===== config.mk =====
export PLATFORM = sky130hd
export DESIGN_NAME = mm_stream_driver
export DESIGN_NICKNAME = d
export VERILOG_FILES = /design/src/rtl/mm_pkg.sv /design/src/rtl/mm_elem_seq.sv /design/src/rtl/mm_stream_driver.sv
export SDC_FILE = /design/constraint.sdc
export NUM_CORES = 1
export LEC_CHECK = 0
export ABC_CLOCK_PERIOD_IN_PS = 8440
export CORE_MARGIN = 2
export CORE_UTILIZATION = 40
export DETAILED_ROUTE_END_ITERATION = 8
export PLACE_DENSITY = 0.59
export SLEW_MARGIN = 25
export SYNTH_ARGS = -nofsm -noshare
export SYNTH_HDL_FRONTEND = slang
export SYNTH_SLANG_ARGS = --single-unit

===== constraint.sdc =====
create_clock -name CLK -period 8.44 [get_ports CLK]
set_input_delay 0.844 -clock CLK [delete_from_list [all_inputs] [get_ports CLK]]
set_output_delay 0.844 -clock CLK [all_outputs]
set_load 0.005 [all_outputs]

===== src/rtl/mm_pkg.sv =====
// Shared types and helpers for the matmul stream driver and its element sequencer.
package mm_pkg;

    typedef logic signed [7:0]  elem_t;
    typedef logic signed [15:0] acc_t;

    typedef enum logic [2:0] {
        IDLE,
        WAIT_RDY,
        STREAM,
        DRAIN,
        DONE
    } drv_state_t;

    localparam int unsigned MDefault = 3;

    // Address width of an m x m row-major store; never narrower than one bit.
    function automatic int unsigned addr_w(input int unsigned m);
        return (m * m > 1) ? $clog2(m * m) : 1;
    endfunction

endpackage


===== src/rtl/mm_elem_seq.sv =====
// Skewed k-major element sequencer: beat n = k*M+i, k outer, i inner.
// o_beat doubles as the B[k][i] row-major address; o_a_addr is A[i][k].
module mm_elem_seq
    import mm_pkg::*;
#(
    parameter int unsigned M = MDefault,
    localparam int unsigned AW = addr_w(M)
) (
    input  logic          i_clk,
    input  logic          i_rst_n,
    input  logic          i_clr,
    input  logic          i_adv,
    output logic [AW-1:0] o_beat,
    output logic [AW-1:0] o_a_addr,
    output logic          o_last
);

    localparam int unsigned   KW   = (M > 1) ? $clog2(M) : 1;
    localparam logic [KW-1:0] KMax = KW'(M - 1);

    logic [KW-1:0] r_k;
    logic [KW-1:0] r_i;

    // Nested k/i counters; wrap back to beat 0 after the last beat
    always_ff @(posedge i_clk or negedge i_rst_n) begin
        if (!i_rst_n) begin
            r_k <= '0;
            r_i <= '0;
        end else if (i_clr) begin
            r_k <= '0;
            r_i <= '0;
        end else if (i_adv) begin
            if (r_i == KMax) begin
                r_i <= '0;
                r_k <= (r_k == KMax) ? '0 : r_k + KW'(1);
            end else begin
                r_i <= r_i + KW'(1);
            end
        end
    end

    // Beat index, A address and last-beat flag for the current position
    always_comb begin
        o_beat   = AW'(32'(r_k) * M + 32'(r_i));
        o_a_addr = AW'(32'(r_i) * M + 32'(r_k));
        o_last   = (r_k == KMax) && (r_i == KMax);
    end

endmodule


===== src/rtl/mm_stream_driver.sv =====
// Host-side driver for the systolic matmul array: holds A/B operands, streams them
// skewed k-major, captures the row-major result stream and flags completion.
module mm_stream_driver
    import mm_pkg::*;
#(
    parameter int unsigned M       = MDefault,
    parameter int unsigned TIMEOUT = 64,
    localparam int unsigned AW     = addr_w(M)
) (
    input  logic          CLK,
    input  logic          rstb,
    input  logic          wr_en,
    input  logic          wr_sel,
    input  logic [AW-1:0] wr_addr,
    input  elem_t         wr_data,
    input  logic          start,
    output logic          busy,
    output logic          done,
    output logic          err,
    input  logic [AW-1:0] rd_addr,
    output acc_t          rd_data,
    output elem_t         a_out,
    output elem_t         b_out,
    output logic          frm_n,
    input  logic          arr_rdy,
    input  acc_t          c_in,
    input  logic          c_vld,
    output logic          c_rdy
);

    localparam int unsigned   NEl     = M * M;
    localparam logic [AW:0]   NumEl   = (AW + 1)'(NEl);
    localparam int unsigned   IW      = $clog2(TIMEOUT + 1);
    localparam logic [IW-1:0] IdleMax = IW'(TIMEOUT - 1);

    elem_t r_a_mem [NEl];
    elem_t r_b_mem [NEl];
    acc_t  r_c_mem [NEl];

    drv_state_t    r_state;
    drv_state_t    w_state_nxt;
    logic [AW:0]   r_cnt;
    logic [IW-1:0] r_idle;
    logic [IW-1:0] w_idle_nxt;
    logic          r_err;
    logic          r_frm_n;
    logic          r_last_loaded;
    elem_t         r_a_out;
    elem_t         r_b_out;

    logic          w_start_acc;
    logic          w_wr_acc;
    logic          w_cap_beat;
    logic          w_cap_wr;
    logic          w_ovf;
    logic          w_load;
    logic          w_stream_end;
    logic          w_timeout;
    logic [AW-1:0] w_seq_beat;
    logic [AW-1:0] w_seq_a_addr;
    logic          w_seq_last;

    mm_elem_seq #(
        .M(M)
    ) u_seq (
        .i_clk   (CLK),
        .i_rst_n (rstb),
        .i_clr   (w_start_acc),
        .i_adv   (w_load),
        .o_beat  (w_seq_beat),
        .o_a_addr(w_seq_a_addr),
        .o_last  (w_seq_last)
    );

    // Next-state, handshake decode and state-derived outputs
    always_comb begin
        w_state_nxt  = r_state;
        w_idle_nxt   = '0;
        w_timeout    = 1'b0;
        c_rdy        = (r_state == STREAM) || (r_state == DRAIN);
        busy         = (r_state != IDLE);
        done         = (r_state == DONE);
        w_start_acc  = (r_state == IDLE) && start;
        w_wr_acc     = (r_state == IDLE) && wr_en && ({1'b0, wr_addr} < NumEl);
        w_cap_beat   = c_vld && c_rdy;
        w_cap_wr     = w_cap_beat && (r_cnt != NumEl);
        w_ovf        = w_cap_beat && (r_cnt == NumEl);
        // Load the next pair on entry to STREAM and every STREAM cycle until the last
        w_load       = ((r_state == WAIT_RDY) && arr_rdy) ||
                       ((r_state == STREAM) && !r_last_loaded);
        w_stream_end = (r_state == STREAM) && r_last_loaded;
        if ((r_state == DRAIN) && !w_cap_beat) begin
            w_idle_nxt = r_idle + IW'(1);
            w_timeout  = (r_idle == IdleMax) && (r_cnt != NumEl);
        end
        case (r_state)
            IDLE:     if (start)                          w_state_nxt = WAIT_RDY;
            WAIT_RDY: if (arr_rdy)                        w_state_nxt = STREAM;
            STREAM:   if (r_last_loaded)                  w_state_nxt = DRAIN;
            DRAIN:    if ((r_cnt == NumEl) || w_timeout)  w_state_nxt = DONE;
            DONE:                                         w_state_nxt = IDLE;
            default:                                      w_state_nxt = IDLE;
        endcase
    end

    // FSM state, capture count, drain idle count and sticky error
    always_ff @(posedge CLK or negedge rstb) begin
        if (!rstb) begin
            r_state <= IDLE;
            r_idle  <= '0;
            r_cnt   <= '0;
            r_err   <= 1'b0;
        end else begin
            r_state <= w_state_nxt;
            r_idle  <= w_idle_nxt;
            if (w_start_acc) begin
                r_cnt <= '0;
            end else if (w_cap_wr) begin
                r_cnt <= r_cnt + (AW + 1)'(1);
            end
            if (w_start_acc) begin
                r_err <= 1'b0;
            end else if (w_timeout || w_ovf) begin
                r_err <= 1'b1;
            end
        end
    end

    // Registered stream outputs: one pair per STREAM cycle, idle values after the last
    always_ff @(posedge CLK or negedge rstb) begin
        if (!rstb) begin
            r_frm_n       <= 1'b1;
            r_a_out       <= '0;
            r_b_out       <= '0;
            r_last_loaded <= 1'b0;
        end else if (w_load) begin
            r_frm_n       <= 1'b0;
            r_a_out       <= r_a_mem[w_seq_a_addr];
            r_b_out       <= r_b_mem[w_seq_beat];
            r_last_loaded <= w_seq_last;
        end else if (w_stream_end) begin
            r_frm_n       <= 1'b1;
            r_a_out       <= '0;
            r_b_out       <= '0;
            r_last_loaded <= 1'b0;
        end
    end

    // Operand stores; only writable in IDLE so a frame sees frozen operands
    always_ff @(posedge CLK) begin
        if (w_wr_acc) begin
            if (wr_sel) begin
                r_b_mem[wr_addr] <= wr_data;
            end else begin
                r_a_mem[wr_addr] <= wr_data;
            end
        end
    end

    // Result store, filled row-major in arrival order
    always_ff @(posedge CLK) begin
        if (w_cap_wr) begin
            r_c_mem[r_cnt[AW-1:0]] <= c_in;
        end
    end

    // Combinational result read; out-of-range addresses read as zero
    always_comb begin
        rd_data = ({1'b0, rd_addr} < NumEl) ? r_c_mem[rd_addr] : '0;
    end

    assign err   = r_err;
    assign frm_n = r_frm_n;
    assign a_out = r_a_out;
    assign b_out = r_b_out;

endmodule


Cell placement:
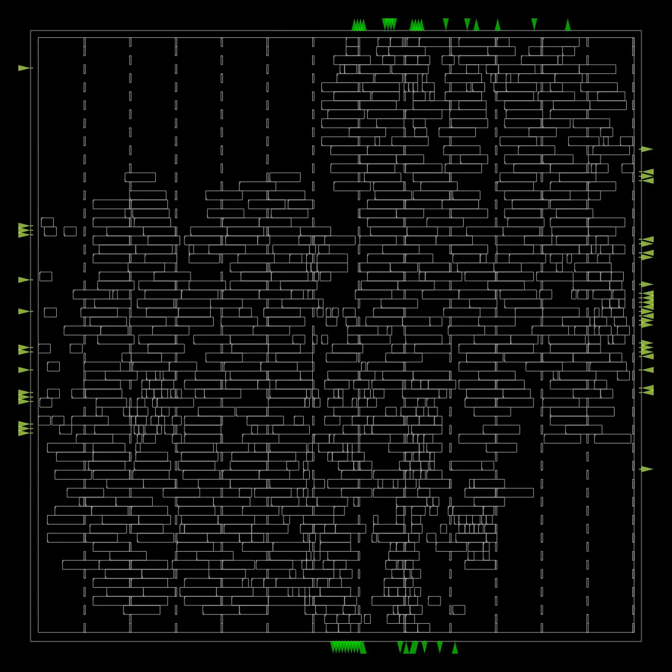
Tap Cells: 442
row count: 66
Final Util: 47.7%
Flops: 326

Signal metal coverage by tile:
(2 px per um) The die is cut into 37 by 37 equal tiles; dark blue is low, red is high, scaled to the fullest tile. Values are wire area over tile area, all layers added.
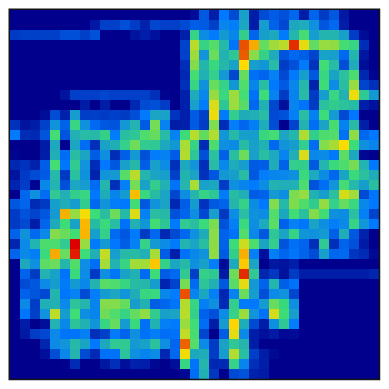
tiles over half the peak: 12%
nearly empty tiles: 23%
mean over tiles: 0.11
fullest tile: 0.46
emptiest ninth of the die: upper left

Sequential cells grouped by signal name:
(3 px per um)
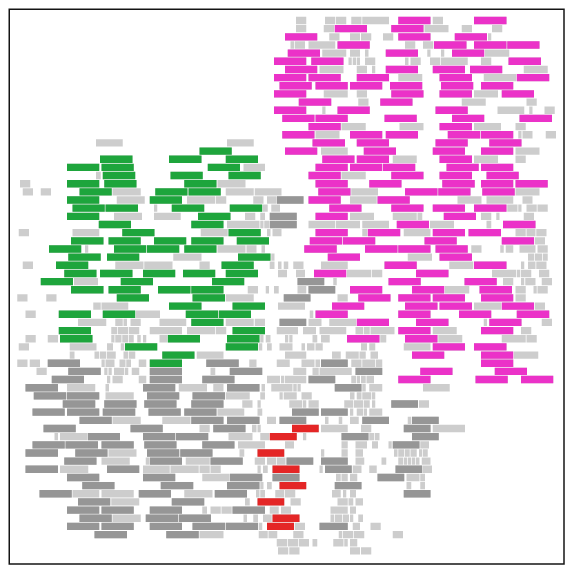
| colour | netlist name | sequential cells |
|---|---|---|
| red | a_out | 8 |
| magenta | r_c_mem | 144 |
| green | r_b_mem | 72 |
not coloured: 102

==> out/qor.csv <==
stage;metric;value;unit
run_status;status;finished, final reports clean;
global_routing;pin count of the biggest net entering global routing;39;
setup_path;Crit Path Category;input port to output pin;
route;drt pass-1 iters;9;
floorplanning;Die Span Y;184;um
power;P_sw;0.00119;W
logic_synthesis;top cells by count;edfxtp_1, nor2_1, mux4_2;
logic_synthesis;Top logic family;multiplexers;
clock_tree;clk latency late pin;0.52;ns
clock_tree;post_cts resized;0;
setup_path;r2r worst-path depth;8;
route;metal1 wirelength;10700;um
floorplanning;IO Pins;76;
sta;crit path time final;3.93;ns
logic_synthesis;syn avg cell area;19.4;um^2
clock_tree;clock-pin slew on the worst setup and hold paths;0.06;ns
place;I/O Buffers;75;
sta;Setup-failing EPs final;0;
route;DRC;0;
clock_tree;Setup Fix Bufs, Post-CTS;0;
sta;Worst-Margin Slew;1.02;ns
global_routing;Overflow after GRT;0;
setup_path;r2r setup slk;5.14;ns
place;DP Wirelength;15500;um
final_layout;P&R area growth vs syn;18.4;%
final_layout;max reg flops;144;
final_layout;Fillers;2642;
power;clock network power;0.00157;W
power;Sw Ratio;26.3;%
global_routing;vias in the first global route;6493;
final_layout;most frequent logic cells in the routed design;edfxtp_1, clkdlybuf4s50_1, nor2_1;
logic_synthesis;Synth Net Count;727;
logic_synthesis;Post-Synth XOR/XNOR Area;0.471;%
power;Internal Dissipation;0.00333;W
sta;hold_ws;0.426;ns
final_layout;Top cell excl fill/tap;edfxtp_1;
logic_synthesis;simple-gate area share of the yosys netlist;4.27;%
global_routing;met2 Use GR;25.4;%
logic_synthesis;Post-synth area hogs;edfxtp_1, dfrtp_1, mux4_2, mux4_1, mux2i_1;
logic_synthesis;Synth Flop Type;edfxtp_1;
global_routing;GR peak layer;met2;
setup_path;Worst Path Required;7.60;ns
place;DP Worst Slack;4.50;ns
sta;setup repair after global routing missed its margin;false;
logic_synthesis;adder share;1.96;%
power;share of power burned in the clock network;34.8;%
global_routing;GR Util met1;19.3;%
logic_synthesis;Seq share, synth;73.8;%
floorplanning;die area;34000;um^2
route;First DRT Iteration DRCs;554;
power;Leak Pwr;5.27;nW
logic_synthesis;Top-area cell share;66.4;%
setup_path;FF-to-FF End;b_out[6]$_DFFE_PN0P_;
setup_path;Reg-to-Reg Start;u_seq.r_i[1]$_DFFE_PN0P_;
clock_tree;H-tree depth;2;
route;metal3 WL;1110;um
setup_path;Critical Path End;rd_data[8];
logic_synthesis;MUX area fraction;13.2;%
power;Final Power;0.00451;W
sta;Slew Viols, Final;0;
sta;Hold Fails Final Rpt;0;
clock_tree;Clock Tree Buf Depth;3;
route;remaining antenna violation count after routing;0;
route;DRT Wirelength;24800;um
power;Seq pwr share;43.0;%
power;Top Consumer;sequential cells;
sta;max_slew headroom;32.3;%
global_routing;GR met3 Demand/Resource;2.59;%
sta;Fin Setup TNS;0;ns
route;met2 wire len;12500;um
global_routing;global-route wire length before repair;37900;um
power;P per Cell Area;293;nW/um^2
sta;worst clock skew;0.0277;ns
power;VDD IR-drop max;0.127;mV
worst_hold_path;worst min-delay path class;input port to async pin;
power;Comb group;0.00100;W
floorplanning;Die Wd;184;um
power;seq pwr;0.00194;W
setup_path;crit path launch;rd_addr[1];
setup_path;crit path max fanout;33;
logic_synthesis;Syn Inst Count;670;
logic_synthesis;Async SR Flop Fraction;11.7;%
final_layout;nets;812;
logic_synthesis;most frequent cell after synthesis;edfxtp_1;
logic_synthesis;Distinct lib cells used;49;
clock_tree;CTS sink cnt;326;
final_layout;Antenna Diode Count;0;
sta;Max Clk Rate;0.254;GHz
logic_synthesis;Syn. warnings;0;
final_layout;share of layout cells above drive strength 1;15.1;%
route;top sig layer;met4;
floorplanning;core area;32300;um^2
setup_path;Worst setup EP type;output pin;
global_routing;Tot GR Track Use;14.8;%
route;Via-to-Cell Ratio;5.16;
logic_synthesis;yosys cell count;670;
global_routing;initial antenna violation count;1;
setup_path;Critical Path AT;3.09;ns
sta;final period utilization;46.6;%
route;WL/cell;20.3;um
setup_path;crit path launch type;input port;
-- layout make-up --
class                   instances  area [um^2]  area share [%]
well taps                     442          553            3.59
multi-input cells             277         3130            20.3
clock buffers                  43          927            6.02
flip-flops and latches        326         9600            62.3
clock inverters                21          272            1.76
repair buffers                 84          808            5.25
inverters                      31          116           0.755
-- stage by stage --
step | cell area (um^2) | instances
final | 15400 | 1224
after CTS | 15400 | 1224
after floorplan | 13000 | 670
after global placement | 14200 | 1160
after global routing | 15400 | 1224
after detailed placement | 14200 | 1160
-- worst max-delay path, stage by stage --
cell and delay [ns]:
clkdlybuf4s50_1 0.40, buf_4 0.29, nor4b_2 0.52, buf_4 0.30, a222oi_1 0.13, inv_1 0.10, clkdlybuf4s50_1 0.50
Power figures rest on the tool's default switching activity, not on a simulated workload.
